<file path="src/rtl/inst_loader.sv">
// Boot-time instruction memory loader: packs a byte stream into 16-bit words
// and writes them to consecutive addresses, holding the CPU in reset meanwhile.
module inst_loader #(
   parameter int ADDR_W   = 10,
   parameter bit HI_FIRST = 1'b1
) (
   input  logic              clk,
   input  logic              rst,
   input  logic              start,
   input  logic [ADDR_W-1:0] base_addr,
   input  logic [ADDR_W:0]   word_count,
   input  logic [7:0]        in_byte,
   input  logic              in_valid,
   output logic              in_ready,
   output logic              mem_we,
   output logic [ADDR_W-1:0] mem_addr,
   output logic [15:0]       mem_wdata,
   output logic              busy,
   output logic              done,
   output logic              cpu_hold
);

   localparam logic [2:0] S_IDLE  = 3'd0;
   localparam logic [2:0] S_BYTE0 = 3'd1;
   localparam logic [2:0] S_BYTE1 = 3'd2;
   localparam logic [2:0] S_WRITE = 3'd3;
   localparam logic [2:0] S_FIN   = 3'd4;

   logic [2:0]        state;
   logic [ADDR_W-1:0] addr_cnt;
   logic [ADDR_W:0]   remaining;
   logic [7:0]        first_byte;
   logic              hs;

   // Stream handshake: a byte moves only when in_valid && in_ready on a rising edge.
   assign in_ready = (state == S_BYTE0) || (state == S_BYTE1);
   assign hs       = in_valid && in_ready;
   assign busy     = in_ready || (state == S_WRITE);
   assign done     = (state == S_FIN);
   assign cpu_hold = busy;

   always_ff @(posedge clk) begin
      if (rst) begin
         state      <= S_IDLE;
         addr_cnt   <= '0;
         remaining  <= '0;
         first_byte <= '0;
         mem_we     <= 1'b0;
         mem_addr   <= '0;
         mem_wdata  <= '0;
      end else begin
         mem_we <= 1'b0;
         case (state)
            S_IDLE: begin
               if (start) begin
                  if (word_count != '0) begin
                     addr_cnt  <= base_addr;
                     remaining <= word_count;
                     state     <= S_BYTE0;
                  end else begin
                     state <= S_FIN;
                  end
               end
            end
            S_BYTE0: begin
               if (hs) begin
                  first_byte <= in_byte;
                  state      <= S_BYTE1;
               end
            end
            S_BYTE1: begin
               // Address/data are registered here so they hold steady after WRITE.
               if (hs) begin
                  mem_we    <= 1'b1;
                  mem_addr  <= addr_cnt;
                  mem_wdata <= HI_FIRST ? {first_byte, in_byte} : {in_byte, first_byte};
                  state     <= S_WRITE;
               end
            end
            S_WRITE: begin
               addr_cnt  <= addr_cnt + ADDR_W'(1);
               remaining <= remaining - (ADDR_W+1)'(1);
               state     <= (remaining == (ADDR_W+1)'(1)) ? S_FIN : S_BYTE0;
            end
            S_FIN: state <= S_IDLE;
            default: state <= S_IDLE;
         endcase
      end
   end

endmodule

</file>
<file path="config.mk">
export PLATFORM = sky130hd
export DESIGN_NAME = inst_loader
export DESIGN_NICKNAME = d
export VERILOG_FILES = /design/src/rtl/inst_loader.sv
export SDC_FILE = /design/constraint.sdc
export NUM_CORES = 1
export LEC_CHECK = 0
export CAP_MARGIN = 0
export CORE_ASPECT_RATIO = 0.8
export CORE_MARGIN = 2
export CORE_UTILIZATION = 45
export DETAILED_ROUTE_END_ITERATION = 10
export GPL_TIMING_DRIVEN = 0
export MAX_ROUTING_LAYER = met4
export PLACE_DENSITY_LB_ADDON = 0.25
export SLEW_MARGIN = 40
export SYNTH_ARGS = -nofsm -noshare
export SYNTH_HDL_FRONTEND = slang
export SYNTH_SLANG_ARGS = --single-unit
</file>
<file path="constraint.sdc">
create_clock -name clk -period 1.85 [get_ports clk]
set_input_delay 0.2775 -clock clk [delete_from_list [all_inputs] [get_ports clk]]
set_output_delay 0.2775 -clock clk [all_outputs]
set_load 0.005 [all_outputs]
</file>
==> out/writeup.txt, run 1 <==
The flow ran to the end, and the final reports show no timing, DRC or antenna violations. With the routed length on met3 at 548 um, the pin count of the biggest net entering global routing is 11. The top cell type in the final layout, fill and taps aside, is sky130_fd_sc_hd__nand2_1. The prevailing logic family in the synthesized netlist was simple AND/OR/NAND/NOR gates. For the synthesized netlist net count, the log shows 358.

The script extracted a total leakage power of 1.32 nW. The register area is 1190 um2. The fraction of synthesized cell area in xor and xnor cells is 0%. The detailed router used layers up to and including met4. The run gives 46.1% for the starting utilization of the core area. The highest clock rate this design can be run at is 569 MHz. The tools report the critical hold path startpoint as word_count[10]. The region available for standard cell placement spans 5820 um2. Looking at the critical path, the highest net fanout was 10. The tools report the placed standard-cell area as 3410 um2. After its last routability iteration, the placer logged a weighted congestion of 0.900. The number of clock buffers added by TritonCTS is 9. The root buffer cell chosen for the clock tree is sky130_fd_sc_hd__clkbuf_8.

The setup check on the worst reg-to-reg path leaves a slack of 0.09 ns. In the synthesized netlist the dominant register cell turns out to be sky130_fd_sc_hd__dfxtp_1. Once detail routing completed, the nets flagged for antenna violations numbered 0.

Before any placement, the netlist area is recorded as 2680 um2. Counting pins that exceed their max-slew limit in the final report gives 0. Summed over all layers, the global routing overflow is 0. Average vias per placed instance: 5.53.

The logs give 0 for the count of hold buffers inserted by post-cts repair and 6600 um2 for the area of the die. After Yosys synthesis, and, or, nand and nor cells account for 26.7% of the synthesized area. In the finished layout, the clock tree contains a buffer count of 14. In this run, the synthesized area fraction spent on adder and majority cells is recorded as 1.40%. The power report lists the clock group at 0.00104 W. The actual transition at the worst max-transition pin works out to 0.631 ns.

Power attributed to sequential cells is 0.00142 W. The layout summary lists the proportion of cells stronger than drive strength 1 as 11.6%. For the utilization after layout, the log shows 63.4%. The final timing report lists a hold violation count of 0. Across every metal layer, demand over resource in global routing totals 23.1%. With the final wirelength at 7.48 mm, the final instance count without filler cells is 485. The clock power share is 34.5%. A synthesized cell averages 8.33 um2. The source of the worst register-to-register timing path is state[0]$_SDFFE_PP0P_. Synthesis inferred 59 register bits.
run 1: cells in the mapped netlist (all sizes together), types with 5 or more instances:
cell     count  share of area [%]
clkbuf      16                2.2
a2bb2oi      5                1.6
nor4         8                1.9
nor3         8                1.7
buf          7                1.8
or4          6                2.0
nor2        20                2.8
a21oi       48                9.0
dfxtp       59                 44
nand2       61                8.5
mux2i        8                3.0
nand3       15                2.8
run 1: stage by stage:
step | total power, W | TNS (ns)
after floorplan | 0.00173 | 0
after global placement | 0.00193 | -11.59
after detailed placement | 0.00195 | -12.83
after CTS | 0.00300 | 0
after global routing | 0.00313 | 0
final | 0.00301 | 0
run 1: registers in the layout (all words and copies together), names as in the netlist:
name,cells
mem_wdata,16
remaining,11
addr_cnt,10
mem_addr,10
first_byte,8
state,3
mem_we,1
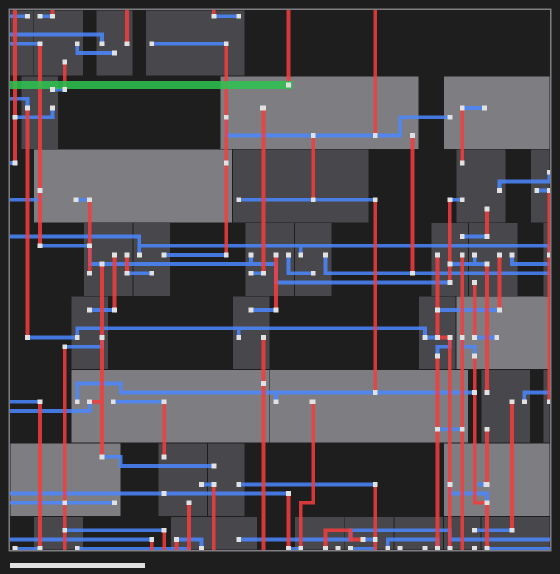
Run 1: close-up of the layout
Bar = 5 um. Region (58, 45) to (78, 65) um. Cells in grey, sequential cells in the stronger grey; small squares are vias.
met1: drawn in blue. met3: drawn in green. met2: drawn in red.
Netlist names of flops here include mem_addr (4), addr_cnt (3). Most frequent: nand2_1 (9), a21oi_1 (7), dfxtp_1 (7). Sequential cells in the window: 7. 26 logic cells have their middle in the window.

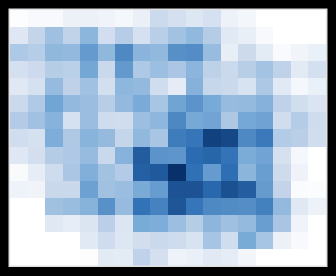
Run 1: routed metal per tile
The die is cut into 18 by 15 equal tiles; white is low, dark blue is high, scaled to the fullest tile. Values are wire area over tile area, all layers added.
The fullest tile reaches 0.58. The densest ninth of the die: middle. The mean over all tiles is 0.18. 11% of the tiles are nearly empty. The emptiest ninth of the die: top right. 19% of the tiles are over half the peak.

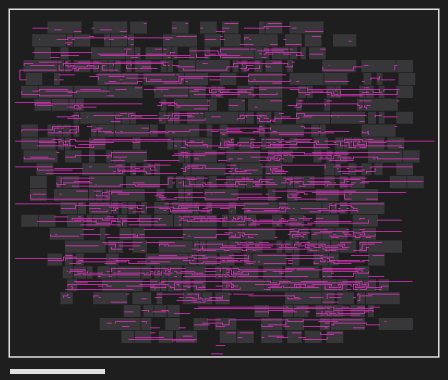
Run 1: met1 routing
Bar = 20 um. Cells faint in the background.
396 nets have wire on it. The longest straight run is 31.7 um. The wires run mostly horizontal. The layer holds 48% of the routed length.

==> run 1 -> run 2 <==
--- a/config.mk
+++ b/config.mk
@@ -13,6 +13,7 @@
 export GPL_TIMING_DRIVEN = 0
 export MAX_ROUTING_LAYER = met4
 export PLACE_DENSITY_LB_ADDON = 0.25
+export SETUP_SLACK_MARGIN = 0.05
 export SLEW_MARGIN = 40
 export SYNTH_ARGS = -nofsm -noshare
 export SYNTH_HDL_FRONTEND = slang
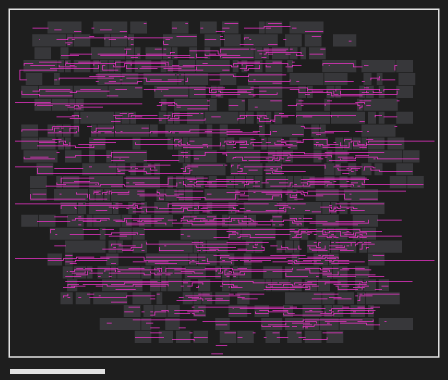
Run 2: met1 routing
Bar = 20 um. Cells faint in the background.
The layer holds 47% of the routed length. The wires run mostly horizontal.

==> run 2 against run 1 <==
  * Register-to-register slack improved by 0.03 ns
  * Final cell count stayed put
  * Clock-buffer cell count stayed put
  * Sequential power barely moved
  * Combinational power increased by 3%
  * Hold slack worse by 0.0066 ns
==> out/writeup.txt, run 2 <==
Buffers inserted to repair hold after CTS numbered 0. The floorplan step defined a core boundary enclosing 5820 um2. After routing, the total negative slack on setup checks comes to 0 ns.

Max fanout on the critical path was recorded as 10. The top cell type by area accounts for 44.1% of the synthesized area. Most used flip-flop cell: sky130_fd_sc_hd__dfxtp_1. After global routing the overflow that remains totals 0. Registers take 1190 um2. Once placement finished, the instance area stood at 3410 um2. The clock power share was 34.5%; the remaining antenna violation count was 0. The run finished with clean final reports.

Source of the worst register-to-register timing path: remaining[2]$_SDFFE_PP0P_. The utilization after layout is 63.6%. Yosys attributes the largest share of cell area to sky130_fd_sc_hd__dfxtp_1 (44%), sky130_fd_sc_hd__a21oi_1 (9.0%), sky130_fd_sc_hd__nand2_1 (8.5%). The mapped netlist covers 2680 um2.

For this run the top cell type by instance count after synthesis was sky130_fd_sc_hd__nand2_1. Looking at the clock tree report, the root buffer type is sky130_fd_sc_hd__clkbuf_8. In this run, power in flip-flops and latches comes to 0.00142 W. The tools report the final instance count without filler cells as 485. The routed length on met3 was 627 um. STA lists the startpoint of the worst hold path as word_count[10]. Yosys reports that the most numerous cell types are sky130_fd_sc_hd__nand2_1 (61), sky130_fd_sc_hd__dfxtp_1 (59), sky130_fd_sc_hd__a21oi_1 (48), sky130_fd_sc_hd__nor2_1 (20), sky130_fd_sc_hd__clkbuf_1 (16). The run gives 574 MHz for the achievable frequency.

For the area of the die, the log shows 6600 um2. Entering global routing, the biggest net connects 11 pins. The routability congestion estimate was 0.900. The run gives 0 for the hold violation count in the final report. After layout, the design draws a total of 0.00304 W. When the netlist entered floorplanning its net count stood at 358. Summed over all cells, the static leakage comes to 1.30 nW.

The final-report max-slew violation count was 0; the actual transition at the worst max-transition pin was 0.579 ns. Count of multi-input combinational gates: 236. Total global-route track usage over all layers is 23.5%.

The synthesis stat section lists a flop and latch total of 59. In the final layout, the registers with the most flip-flops are mem_wdata (16), remaining (11). With the power attributed to the clock group at 0.00105 W, the average vias per placed instance is 5.61. The number of buffers inserted during clock tree synthesis is 9, and the mean instance size in the synthesized netlist is 8.33 um2. Per the detailed-route log, wirelength across all metal layers totals 7.55 mm.
run 2: cell families (layout without fill, tap and decap cells):
logic type | count (synthesis) | count (layout) | synth area share, %
AND-OR/OR-AND | 83 | 83 | 20.3
adder cells (fa/ha/maj) | 3 | 3 | 1.40
buffers and inverters | 27 | 109 | 4.62
flip-flops | 59 | 59 | 44.1
multiplexers | 8 | 8 | 2.99
AND/OR/NAND/NOR | 142 | 142 | 26.7
run 2: final timing paths:
path,slack (ns),endpoint
worst max-delay path,0.11,remaining[8]$_SDFFE_PP0P_
worst min-delay path,0.28,remaining[10]$_SDFFE_PP0P_
worst max register to register,0.12,remaining[9]$_SDFFE_PP0P_
worst min register to register,0.45,mem_wdata[13]$_SDFFE_PP0P_
==> run 2 -> run 3 <==
--- a/config.mk
+++ b/config.mk
@@ -13,6 +13,7 @@
 export GPL_TIMING_DRIVEN = 0
 export MAX_ROUTING_LAYER = met4
 export PLACE_DENSITY_LB_ADDON = 0.25
+export RECOVER_POWER = 25
 export SETUP_SLACK_MARGIN = 0.05
 export SLEW_MARGIN = 40
 export SYNTH_ARGS = -nofsm -noshare
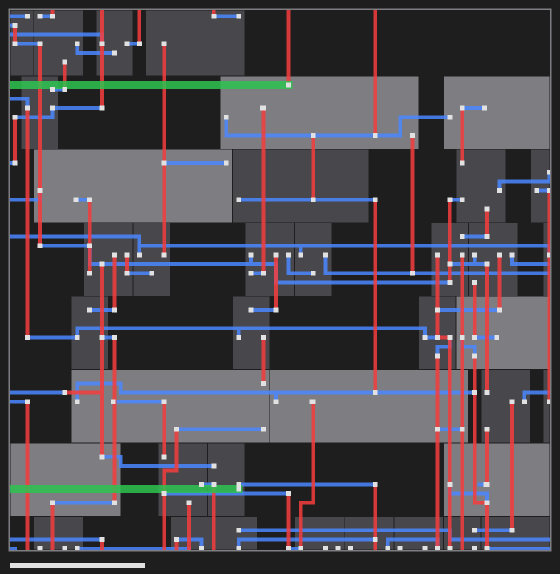
Run 3: close-up of the layout
Bar = 5 um. Region (58, 45) to (78, 65) um. Cells in grey, sequential cells in the stronger grey; small squares are vias.
met3: drawn in green. met2: drawn in red. met1: drawn in blue.
26 logic cells have their middle in the window. Most frequent: nand2_1 (9), a21oi_1 (7), dfxtp_1 (7). Netlist names of flops here include mem_addr (4), addr_cnt (3). Sequential cells in the window: 7.

==> run 3 against run 2 <==
  * Sequential power about the same
  * First-iteration DRC count decreased by 12%
  * Cell area unchanged
  * Register-to-register slack about the same
  * Sequential cell count unchanged
  * Final cell count unchanged
  * Synthesized cell count unchanged
  * Utilization unchanged
  * Combinational power decreased by 0.9%
  * Wire length decreased by 0.65%
  * Via count decreased by 0.77%
  * Highest routed layer unchanged
==> out/writeup.txt, run 3 <==
Among the non-sequential cells, simple AND/OR/NAND/NOR gates take the most area. The largest fanout on the critical path was 10. sky130_fd_sc_hd__dfxtp_1 takes more of the synthesized area than any other cell. The run finished with clean final reports.

The layout summary lists the proportion of cells stronger than drive strength 1 as 12.9%. The run gives 0 as the count of hold buffers inserted by post-cts repair. Final wirelength: 7.50 mm. The final-report max-slew violation count was 0; the achievable frequency was 576 MHz.

For reference, the top cells by count after synthesis are sky130_fd_sc_hd__nand2_1 (61), sky130_fd_sc_hd__dfxtp_1 (59), sky130_fd_sc_hd__a21oi_1 (48), sky130_fd_sc_hd__nor2_1 (20), sky130_fd_sc_hd__clkbuf_1 (16). The register with the most flip-flops in the layout has 16 of them. Power attributed to sequential cells is 0.00142 W.

Routability-driven placement finished with a final weighted congestion of 0.900. With the total global-route track usage at 23.5%, the post-synthesis share of cell area spent on full adders, half adders and majority gates is 1.40%. For the final routed database, the setup TNS stands at 0 ns. With the average vias per placed instance at 5.57, the power attributed to the clock group is 0.00105 W. The leakage power of the design was 1.37 nW. In this run, the synthesized area fraction spent on and/or/nand/nor cells is recorded as 26.7%. In this run the critical register-to-register path is launched from remaining[2]$_SDFFE_PP0P_. The placement stage leaves a total instance area of 3410 um2. The run gives 2680 um2 for the mapped cell area.

The remaining antenna violation count is 0. The highest metal layer with signal wires is met4.
==> run 3: cell count changes in the layout (fill, tap and decap cells not counted) <==
cell | before | now
sky130_fd_sc_hd__clkdlybuf4s50_1 | 51 | 30
sky130_fd_sc_hd__dlygate4sd3_1 | 0 | 21
==> run 3: logic make-up after synthesis <==
group           count (synthesis)
mux                             8
compound gates                 83
flops                          59
buf+inv                        27
simple gates                  142
fa+ha+maj                       3
==> run 3: final cells by class <==
type	instances	share of cell area, %
buffer	21	4.06
clock buffer	14	4.39
clock inverter	2	0.270
inverter	4	0.406
multi-input combinational	236	38.3
sequential	59	32.2
tap	81	2.74
timing repair buffer	68	17.7
==> run 3: what timing repair did <==
item | in CTS | in global routing
endpoints found under the setup margin | 43 | 34
gates cloned | 0 | 0
buffers inserted | 4 | 1
gates resized | 28 | 21
pin swaps | 2 | 2
No activity file was given, so power comes from the tool's default toggle rates.
